===== src/rtl/arb_pkg.sv =====
// rtl/arb_pkg.sv - shared arbiter state encoding and index-width helpers
package arb_pkg;

    typedef enum logic {
        ST_IDLE = 1'b0,
        ST_OWN  = 1'b1
    } arb_state_e;

    function automatic int clog2(input int n);
        int r;
        r = 0;
        while ((1 << r) < n) r = r + 1;
        return r;
    endfunction

    // A single channel still needs a one-bit index port.
    function automatic int idx_bits(input int n);
        return (n <= 1) ? 1 : clog2(n);
    endfunction

endpackage


===== src/rtl/rr_select.sv =====
// rtl/rr_select.sv - cyclic next-requester search starting after pointer
module rr_select
    import arb_pkg::*;
#(
    parameter  int WIDTH = 6,
    localparam int IW    = idx_bits(WIDTH)
) (
    input  logic [WIDTH-1:0] request,
    input  logic [WIDTH-1:0] mask,
    input  logic [IW-1:0]    pointer,
    output logic [IW-1:0]    index,
    output logic             valid
);

    logic [WIDTH-1:0] eligible;
    int               cand;

    // Walk from farthest to nearest so the nearest eligible channel wins.
    always_comb begin
        eligible = request & mask;
        index    = '0;
        valid    = 1'b0;
        cand     = 0;
        for (int k = WIDTH; k >= 1; k--) begin
            cand = int'(pointer) + k;
            if (cand >= WIDTH) cand = cand - WIDTH;
            if (eligible[cand]) begin
                index = IW'(cand);
                valid = 1'b1;
            end
        end
    end

endmodule


===== src/rtl/stream_arbiter.sv =====
// rtl/stream_arbiter.sv - round-robin FWFT source arbiter with burst/hold ownership
module stream_arbiter
    import arb_pkg::*;
#(
    parameter  int WIDTH     = 6,
    parameter  int DSIZE     = 32,
    parameter  int MAX_BURST = 16,
    localparam int IW        = idx_bits(WIDTH)
) (
    input  logic                   CLK,
    input  logic                   RST_N,
    input  logic [WIDTH-1:0]       WRITE_REQ,
    input  logic [WIDTH-1:0]       HOLD_REQ,
    input  logic [WIDTH-1:0]       ENABLE_MASK,
    input  logic [WIDTH*DSIZE-1:0] DATA_IN,
    output logic [WIDTH-1:0]       READ_GRANT,
    output logic [DSIZE-1:0]       DATA_OUT,
    output logic [IW-1:0]          CH_ID,
    output logic                   WRITE_OUT,
    input  logic                   READY_IN
);

    arb_state_e       state_q, state_d;
    logic [IW-1:0]    owner_q, owner_d;
    logic [IW-1:0]    last_owner_q, last_owner_d;
    logic [7:0]       burst_cnt_q, burst_cnt_d;
    logic             out_valid_q, out_valid_d;
    logic [DSIZE-1:0] data_q, data_d;
    logic [IW-1:0]    ch_id_q, ch_id_d;

    logic [IW-1:0]    sel_index;
    logic             sel_valid;
    logic             own_req, own_hold, own_en, out_free, burst_done, grant;

    rr_select #(.WIDTH(WIDTH)) u_rr_select (
        .request (WRITE_REQ),
        .mask    (ENABLE_MASK),
        .pointer (last_owner_q),
        .index   (sel_index),
        .valid   (sel_valid)
    );

    always_comb begin
        state_d      = state_q;
        owner_d      = owner_q;
        last_owner_d = last_owner_q;
        burst_cnt_d  = burst_cnt_q;
        out_valid_d  = out_valid_q;
        data_d       = data_q;
        ch_id_d      = ch_id_q;
        READ_GRANT   = '0;
        grant        = 1'b0;

        own_req    = WRITE_REQ[owner_q];
        own_hold   = HOLD_REQ[owner_q];
        own_en     = ENABLE_MASK[owner_q];
        out_free   = !out_valid_q || READY_IN;
        burst_done = int'(burst_cnt_q) >= MAX_BURST;

        if (out_valid_q && READY_IN) out_valid_d = 1'b0;

        case (state_q)
            ST_IDLE: begin
                if (sel_valid) begin
                    state_d     = ST_OWN;
                    owner_d     = sel_index;
                    burst_cnt_d = '0;
                end
            end
            ST_OWN: begin
                // A held owner may keep popping past the burst limit.
                grant = own_req && own_en && out_free && (own_hold || !burst_done);
                if (grant) begin
                    READ_GRANT[owner_q] = 1'b1;
                    out_valid_d         = 1'b1;
                    data_d              = DATA_IN[int'(owner_q)*DSIZE +: DSIZE];
                    ch_id_d             = owner_q;
                    if (burst_cnt_q != 8'hFF) burst_cnt_d = burst_cnt_q + 8'd1;
                end
                if (!own_en || (!own_hold && (!own_req || int'(burst_cnt_d) >= MAX_BURST))) begin
                    state_d      = ST_IDLE;
                    last_owner_d = owner_q;
                end
            end
            default: state_d = ST_IDLE;
        endcase
    end

    always_ff @(posedge CLK or negedge RST_N) begin
        if (!RST_N) begin
            state_q      <= ST_IDLE;
            owner_q      <= '0;
            last_owner_q <= IW'(WIDTH - 1);
            burst_cnt_q  <= '0;
            out_valid_q  <= 1'b0;
            data_q       <= '0;
            ch_id_q      <= '0;
        end else begin
            state_q      <= state_d;
            owner_q      <= owner_d;
            last_owner_q <= last_owner_d;
            burst_cnt_q  <= burst_cnt_d;
            out_valid_q  <= out_valid_d;
            data_q       <= data_d;
            ch_id_q      <= ch_id_d;
        end
    end

    assign DATA_OUT  = data_q;
    assign CH_ID     = ch_id_q;
    assign WRITE_OUT = out_valid_q;

endmodule


===== config.mk =====
export PLATFORM = sky130hd
export DESIGN_NAME = stream_arbiter
export DESIGN_NICKNAME = d
export VERILOG_FILES = /design/src/rtl/arb_pkg.sv /design/src/rtl/rr_select.sv /design/src/rtl/stream_arbiter.sv
export SDC_FILE = /design/constraint.sdc
export NUM_CORES = 1
export LEC_CHECK = 0
export CORE_AREA = 2 2 113 115
export CTS_BUF_LIST = sky130_fd_sc_hd__clkbuf_4
export DETAILED_ROUTE_END_ITERATION = 10
export DIE_AREA = 0 0 115 117
export PLACE_DENSITY_LB_ADDON = 0.05
export SYNTH_ARGS = -nofsm -noshare
export SYNTH_HDL_FRONTEND = slang
export SYNTH_SLANG_ARGS = --single-unit

===== constraint.sdc =====
create_clock -name CLK -period 4 [get_ports CLK]
set_clock_uncertainty 0.05 [all_clocks]
set_input_delay 0.8 -clock CLK [delete_from_list [all_inputs] [get_ports CLK]]
set_output_delay 0.8 -clock CLK [all_outputs]
set_load 0.02 [all_outputs]

**Run 1: pin map**

Pins as bars across the die edge, other pins in grey.
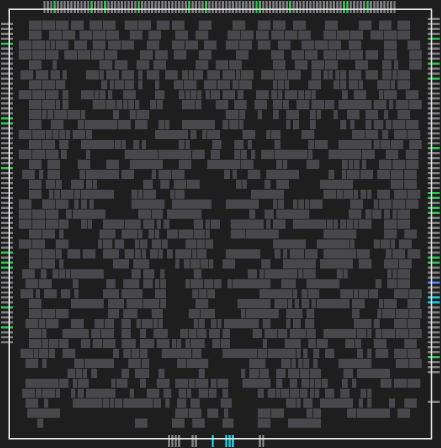
| colour | port | pins | direction | edge |
|---|---|---|---|---|
| green | `DATA_OUT` | 32 | output | 12 top, 11 right, 9 left |
| cyan | `READ_GRANT` | 6 | output | 4 bottom, 2 right |
| blue | `WRITE_OUT` | 1 | output | right |
all pins by edge: 105 top, 73 right, 65 left, 12 bottom
number of buffer cells added on primary ports: 254
Die X: 115 um
die height: 117 um

**Run 1: signal wires on met4**

Scale bar: 20 um.
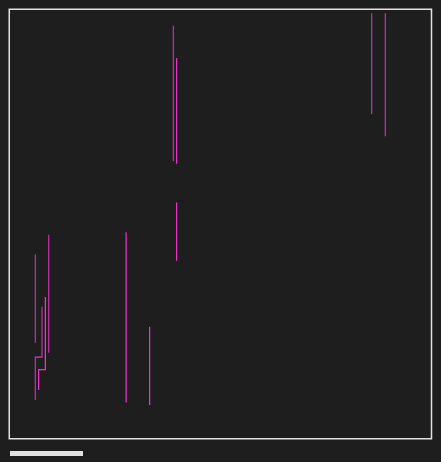
longest straight run: 46.2 um
nets with wire on the layer: 11

**Run 1: clock wires, drivers and flops**

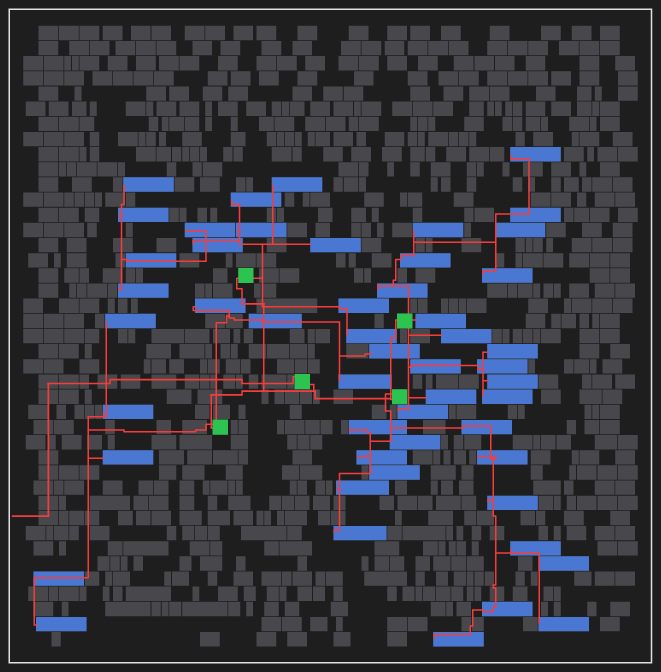
[green] clock drivers | count: 5
[blue] flip-flops | count: 51
[red] clock wires | length: 719 um
routed clock nets: 6
Insertion Delay late pin: 0.39 ns
power share of the clock group: 0.061
clock network power consumption: 0.311 mW

==> tab_implementation.tex, run 1 <==
% Synthesis and place-and-route results
\begin{tabular}{lr}
\hline
Metric & Value \\
\hline
\multicolumn{2}{l}{\textbf{Outcome}} \\
Run status & finished, final reports clean \\
\multicolumn{2}{l}{\textbf{Finish}} \\
Proportion of final cell area spent on non-clock buffers & 0.356 \\
Core Util, Final & 0.625 \\
Final Instance Area & 0.00769 sq mm \\
Sequential share of cell area & 0.167 \\
Clk tree area frac & 0.0104 \\
Logic share of the area & 0.435 \\
Area-dominant class & multi-input combinational cells \\
Non-CTS inverters & 13 \\
Number of flip-flops in the largest register & 32 \\
Count of non-CTS buffers in the layout & 282 \\
FF/Latch Area & 0.00128 sq mm \\
Seq cells & 51 \\
N\_diodes & 0 \\
\multicolumn{2}{l}{\textbf{Setup path}} \\
Required time reported for the critical path endpoint & about 3.2 ns \\
Cell-by-cell trace of the critical path & clkdlybuf4s50\_1, mux2i\_1, mux4\_2, a31oi\_4, nand3\_1, nor2\_2, nand2\_1, nor3\_1, dlygate4sd2\_1 \\
Critical path destination & READ\_GRANT[1] \\
CP Buf/Inv Count & 2 \\
Max FO, Critical Path & 4 \\
Worst reg-to-reg setup slack & 0.83 ns \\
Crit Path Category & input pin to primary output \\
End of the worst register-to-register path & burst\_cnt\_q[2] \\
Critical Path Start & ENABLE\_MASK[1] \\
Kind of start point of the critical path & input pin \\
Delay of the slowest critical-path stage & 0.54 ns \\
Family with the most delay on the worst path & buffers and inverters \\
\multicolumn{2}{l}{\textbf{CTS}} \\
Total CTS buffers & 5 \\
Clock sink count & $\sim$51 \\
Number of levels in the clock H-tree & 2 \\
Root Buffer Master & sky130\_fd\_sc\_hd\_\_clkbuf\_4 \\
Count of hold-fix buffers inserted at cts & 0 \\
Clock Path Buffers & 2 \\
\multicolumn{2}{l}{\textbf{Final timing}} \\
Post-Route Setup TNS & 0 ns \\
WHS & roughly 0.33 ns \\
Post-layout period usage & 0.967 \\
Worst-Margin Slew & $\sim$0.7 ns \\
Unrepaired setup endpoints after global routing & no \\
Final min period & 3.87 ns \\
Number of pins with negative max-slew slack in the final report & 0 \\
\multicolumn{2}{l}{\textbf{Synth}} \\
Most numerous cell types in the synthesized netlist & 121 x sky130\_fd\_sc\_hd\_\_nand2\_1, 102 x sky130\_fd\_sc\_hd\_\_o21ai\_0, 74 x sky130\_fd\_sc\_hd\_\_mux2i\_1, 49 x sky130\_fd\_sc\_hd\_\_dfrtp\_1, 34 x sky130\_fd\_sc\_hd\_\_o211ai\_1 \\
Avg Synthesized Cell Area & 7.97 sq um \\
Post-synth top area cell & sky130\_fd\_sc\_hd\_\_dfrtp\_1 \\
Nets at Floorplan & 837 \\
Xor/xnor share of the synthesized area & 0.0103 \\
Synthesis warning total & 0 \\
Post-synthesis cell count from yosys & between 600 and 700 \\
Most repeated cell in the gate-level netlist after synthesis & sky130\_fd\_sc\_hd\_\_nand2\_1 \\
Simple-Gate Fraction of Synth Area & 0.186 \\
Main combinational cell family by area after synthesis & AND-OR/OR-AND gates \\
Compound Share, Synth & 0.258 \\
\multicolumn{2}{l}{\textbf{Die}} \\
Top Ports & 255 \\
Number of tap cells added at floorplan & around 150 \\
Core area & around 0.012 sq mm \\
\multicolumn{2}{l}{\textbf{Power}} \\
Switching share of total power & 0.498 \\
Switching power of the nets & 2.53 mW \\
IR drop worst, VDD & roughly 0.0003 V \\
Fraction of power consumed by combinational cells & 0.751 \\
Power group with the highest consumption & combinational logic \\
Power Total & between 5 and 6 mW \\
\multicolumn{2}{l}{\textbf{Drt}} \\
Starting DRC count in detailed routing & 364 \\
Via total after detailed routing & approximately 5500 \\
Number of DRC violations after detailed routing & 0 \\
Post-detailed-route count of antenna-violating nets & 0 \\
\multicolumn{2}{l}{\textbf{Place}} \\
Pre-CTS setup slack & -0.167 ns \\
\multicolumn{2}{l}{\textbf{Global routing}} \\
Wire length of the first global-routing pass & 26.5 mm \\
Met1 track demand over resource & 0.294 \\
Pin count of the biggest net entering global routing & roughly 66 \\
Global routing met2 resource utilization & 0.472 \\
Vias in the first global route & around 5300 \\
\multicolumn{2}{l}{\textbf{Job}} \\
Total number of warnings across the stage logs & 36 \\
Tally of max-capacitance violations & 0 \\
\hline
\end{tabular}
**Run 1: the clock network**

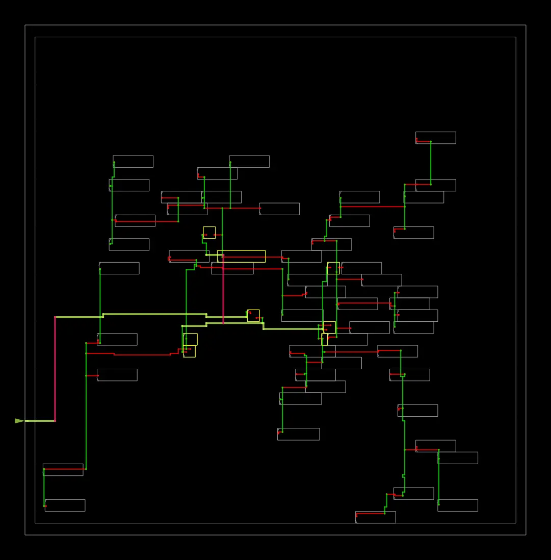

==> run 2: changes to the inputs <==
--- a/config.mk
+++ b/config.mk
@@ -5,10 +5,12 @@
 export SDC_FILE = /design/constraint.sdc
 export NUM_CORES = 1
 export LEC_CHECK = 0
+export CAP_MARGIN = 25
 export CORE_AREA = 2 2 113 115
 export CTS_BUF_LIST = sky130_fd_sc_hd__clkbuf_4
 export DETAILED_ROUTE_END_ITERATION = 10
 export DIE_AREA = 0 0 115 117
+export MAX_ROUTING_LAYER = met4
 export PLACE_DENSITY_LB_ADDON = 0.05
 export SYNTH_ARGS = -nofsm -noshare
 export SYNTH_HDL_FRONTEND = slang
**Run 2: the clock network**

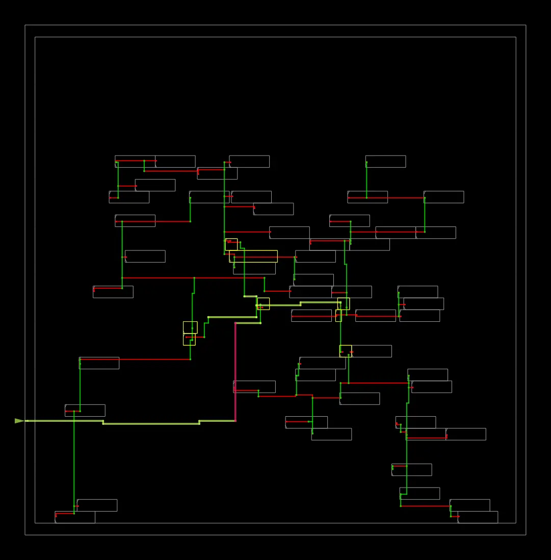
Insertion Delay late pin: 0.38 ns
total CTS buffers: 5

==> run 2 against run 1 <==
Non-clock buffer count shrank 1. Hold slack got worse by 0.015 ns. Final cell count hardly changed. Critical path depth unchanged. Register-to-register slack improved by 0.07 ns. Utilization is 0.061 points lower. Synthesized cell count unchanged. Critical path type unchanged. Critical endpoint unchanged.
==> tab_implementation.tex, run 2 <==
% Synthesis and place-and-route results
\begin{tabular}{lr}
\hline
Metric & Value \\
\hline
\multicolumn{2}{l}{\textbf{Power}} \\
Leakage power & 3.08 nW \\
Power Total & 5.06 mW \\
Clock network power consumption & $\sim$0.31 mW \\
Switching share of total power & 0.503 \\
Power share of the clock group & 0.062 \\
IR drop worst, VDD & 0.000330 V \\
Fraction of power consumed by combinational cells & 0.750 \\
Switching power of the nets & 2.54 mW \\
Power group with the highest consumption & combinational logic \\
\multicolumn{2}{l}{\textbf{Synth}} \\
Synthesis warning total & 0 \\
Avg Synthesized Cell Area & 7.97 sq um \\
Compound Share, Synth & 0.258 \\
Xor/xnor share of the synthesized area & 0.0103 \\
Post-synth top area cell & sky130\_fd\_sc\_hd\_\_dfrtp\_1 \\
Synth top area share & 0.251 \\
Nets at Floorplan & between 800 and 900 \\
Simple-Gate Fraction of Synth Area & 0.186 \\
Dominant register cell in the synthesized netlist & sky130\_fd\_sc\_hd\_\_dfrtp\_1 \\
Main combinational cell family by area after synthesis & AND-OR/OR-AND gates \\
Most repeated cell in the gate-level netlist after synthesis & sky130\_fd\_sc\_hd\_\_nand2\_1 \\
Count of distinct cell types in the synthesized netlist & between 60 and 70 \\
Post-synthesis cell count from yosys & 612 \\
Most numerous cell types in the synthesized netlist & 121 x sky130\_fd\_sc\_hd\_\_nand2\_1, 102 x sky130\_fd\_sc\_hd\_\_o21ai\_0, 74 x sky130\_fd\_sc\_hd\_\_mux2i\_1, 49 x sky130\_fd\_sc\_hd\_\_dfrtp\_1, 34 x sky130\_fd\_sc\_hd\_\_o211ai\_1 \\
\multicolumn{2}{l}{\textbf{Place}} \\
Pre-CTS setup slack & -0.191 ns \\
Number of buffer cells added on primary ports & 254 \\
Estimated wirelength of the detail-placed design & 14.6 mm \\
Final RePlAce weighted congestion & 0.919 \\
\multicolumn{2}{l}{\textbf{Setup path}} \\
End of the worst register-to-register path & owner\_q[1] \\
Required time reported for the critical path endpoint & 3.15 ns \\
Family with the most delay on the worst path & buffers and inverters \\
Crit Path Category & input pin to primary output \\
Length in cells of the worst reg-to-reg path & 9 \\
Critical path destination & READ\_GRANT[1] \\
Max FO, Critical Path & 4 \\
Delay of the slowest critical-path stage & 0.53 ns \\
CP Buf/Inv Count & 2 \\
Kind of start point of the critical path & input pin \\
Critical Path AT & 3.03 ns \\
Cell-by-cell trace of the critical path & clkdlybuf4s50\_1, mux2i\_1, mux4\_2, a31oi\_4, nand3\_1, nor2\_2, nand2\_1, nor3\_1, clkdlybuf4s15\_1 \\
Worst reg-to-reg setup slack & 0.90 ns \\
Critical Path Start & ENABLE\_MASK[1] \\
\multicolumn{2}{l}{\textbf{Global routing}} \\
Pin count of the biggest net entering global routing & 66 \\
Wire length of the first global-routing pass & 27.0 mm \\
Vias in the first global route & around 5400 \\
Global routing met2 resource utilization & 0.483 \\
Met1 track demand over resource & 0.298 \\
\multicolumn{2}{l}{\textbf{Drt}} \\
Post-detailed-route count of antenna-violating nets & 0 \\
Via total after detailed routing & 5522 \\
Starting DRC count in detailed routing & 313 \\
Met3 wire length & 1.22 mm \\
Number of DRC violations after detailed routing & 0 \\
\multicolumn{2}{l}{\textbf{CTS}} \\
Clock sink count & 51 \\
Number of levels in the clock H-tree & 2 \\
Count of hold-fix buffers inserted at cts & 0 \\
Clock tree from TritonCTS & yes \\
Root Buffer Master & sky130\_fd\_sc\_hd\_\_clkbuf\_4 \\
Clock Path Buffers & 2 \\
\multicolumn{2}{l}{\textbf{Final timing}} \\
Number of pins with negative max-slew slack in the final report & 0 \\
WHS & 0.316 ns \\
Final min period & 3.88 ns \\
Worst-Margin Slew & 0.673 ns \\
Post-layout period usage & 0.971 \\
Post-Route Setup TNS & 0 ns \\
Unrepaired setup endpoints after global routing & no \\
\multicolumn{2}{l}{\textbf{Finish}} \\
Core Util, Final & 0.624 \\
Seq cells & between 50 and 60 \\
Final Instance Area & between 0.007 and 0.008 sq mm \\
Area-dominant class & multi-input combinational cells \\
N\_diodes & 0 \\
Proportion of final cell area spent on non-clock buffers & 0.356 \\
Clk tree area frac & 0.0104 \\
Sequential share of cell area & 0.167 \\
Non-CTS inverters & 13 \\
Number of flip-flops in the largest register & 32 \\
FF/Latch Area & about 0.0013 sq mm \\
Count of non-CTS buffers in the layout & 281 \\
Logic share of the area & 0.436 \\
\multicolumn{2}{l}{\textbf{Die}} \\
Die X & around 120 um \\
Number of tap cells added at floorplan & 150 \\
Die height & around 120 um \\
Core area & 0.0123 sq mm \\
Top Ports & 255 \\
\multicolumn{2}{l}{\textbf{Job}} \\
Tally of max-capacitance violations & 0 \\
Total number of warnings across the stage logs & 36 \\
\multicolumn{2}{l}{\textbf{Outcome}} \\
Run status & finished, final reports clean \\
\hline
\end{tabular}
**Run 2: cells by drive strength**

Scale bar: 20 um.
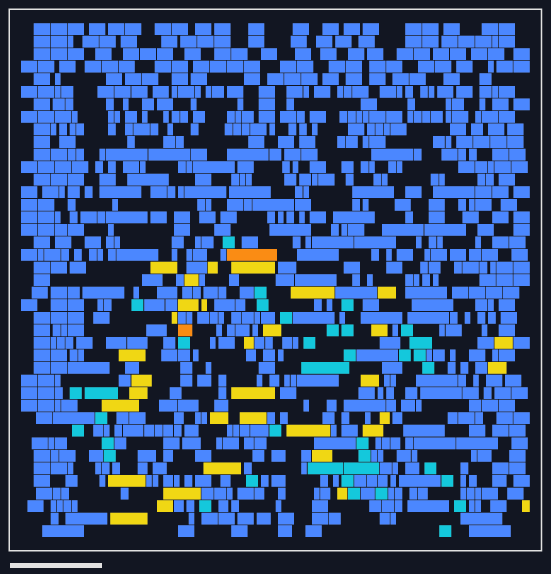

==> run 3: changes to the inputs <==
--- a/config.mk
+++ b/config.mk
@@ -10,8 +10,8 @@
 export CTS_BUF_LIST = sky130_fd_sc_hd__clkbuf_4
 export DETAILED_ROUTE_END_ITERATION = 10
 export DIE_AREA = 0 0 115 117
-export MAX_ROUTING_LAYER = met4
 export PLACE_DENSITY_LB_ADDON = 0.05
+export SETUP_SLACK_MARGIN = 0.1
 export SYNTH_ARGS = -nofsm -noshare
 export SYNTH_HDL_FRONTEND = slang
 export SYNTH_SLANG_ARGS = --single-unit
**Run 3: cells by drive strength**

Scale bar: 20 um.
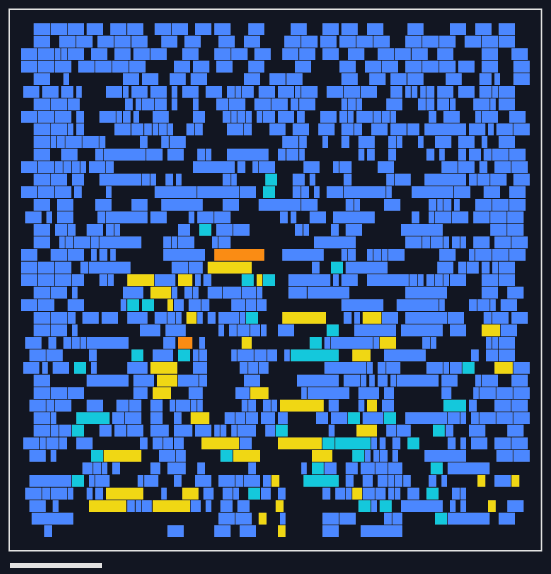
| colour | size | cells | share |
|---|---|---|---|
| orange | _6 and larger | 2 | 0.23% |
| cyan | _3 and _4 cells | 38 | 4.4% |
| yellow | _2 cells | 39 | 4.6% |
| blue | _0 and _1 cells | 775 | 91% |
Final Instance Area: 0.00767 sq mm
count of non-CTS buffers in the layout: 282
slack of the critical path: 0.273 ns

==> run 3 against run 2 <==
Clock-buffer cell count unchanged. Synthesized cell count unchanged. Hold slack better by 0.015 ns. Sequential power about the same. Utilization down 0.13 points. Die area unchanged. Global-route usage down 1.2 points. Final cell count about the same. Clock power about the same. Sequential share of layout area about the same. Critical endpoint is now READ_GRANT[5]. Largest power group unchanged.
==> tab_implementation.tex, run 3 <==
% Synthesis and place-and-route results
\begin{tabular}{lr}
\hline
Metric & Value \\
\hline
\multicolumn{2}{l}{\textbf{Outcome}} \\
Run status & finished, final reports clean \\
\multicolumn{2}{l}{\textbf{Synth}} \\
Nets at Floorplan & 837 \\
Avg Synthesized Cell Area & 7.97 sq um \\
Synth top area share & 0.251 \\
Simple-Gate Fraction of Synth Area & 0.186 \\
Compound Share, Synth & 0.258 \\
Post-synthesis cell count from yosys & 612 \\
Dominant register cell in the synthesized netlist & sky130\_fd\_sc\_hd\_\_dfrtp\_1 \\
Main combinational cell family by area after synthesis & AND-OR/OR-AND gates \\
Synthesis warning total & 0 \\
\multicolumn{2}{l}{\textbf{Final timing}} \\
WHS & 0.330 ns \\
Number of pins with negative max-slew slack in the final report & 0 \\
Post-layout period usage & 0.932 \\
\multicolumn{2}{l}{\textbf{Setup path}} \\
Required time reported for the critical path endpoint & 3.15 ns \\
Critical Path AT & 2.88 ns \\
Length in cells of the worst reg-to-reg path & 9 \\
Cell-by-cell trace of the critical path & clkdlybuf4s50\_1, mux2i\_1, mux4\_2, a31oi\_4, nand3\_1, nor2\_2, nand2\_1, nor2\_1, clkbuf\_2 \\
End of the worst register-to-register path & burst\_cnt\_q[2] \\
\multicolumn{2}{l}{\textbf{Finish}} \\
Logic share of the area & 0.437 \\
Core Util, Final & 0.623 \\
Seq cells & 51 \\
Number of flip-flops in the largest register & 32 \\
\multicolumn{2}{l}{\textbf{Global routing}} \\
Global routing met2 resource utilization & 0.472 \\
\multicolumn{2}{l}{\textbf{CTS}} \\
Insertion Delay late pin & 0.39 ns \\
Root Buffer Master & sky130\_fd\_sc\_hd\_\_clkbuf\_4 \\
Total CTS buffers & 5 \\
\multicolumn{2}{l}{\textbf{Power}} \\
Leakage power & 3.06 nW \\
Fraction of power consumed by combinational cells & 0.751 \\
Clock network power consumption & 0.311 mW \\
Switching power of the nets & about 2.5 mW \\
Switching share of total power & 0.498 \\
\multicolumn{2}{l}{\textbf{Die}} \\
Die X & 115 um \\
Core area & 0.0123 sq mm \\
Number of tap cells added at floorplan & around 150 \\
\multicolumn{2}{l}{\textbf{Place}} \\
Number of buffer cells added on primary ports & 254 \\
Estimated wirelength of the detail-placed design & 14.3 mm \\
\multicolumn{2}{l}{\textbf{Drt}} \\
Starting DRC count in detailed routing & 369 \\
\multicolumn{2}{l}{\textbf{Job}} \\
Total number of warnings across the stage logs & 36 \\
\hline
\end{tabular}
No activity file was given, so power comes from the tool's default toggle rates.
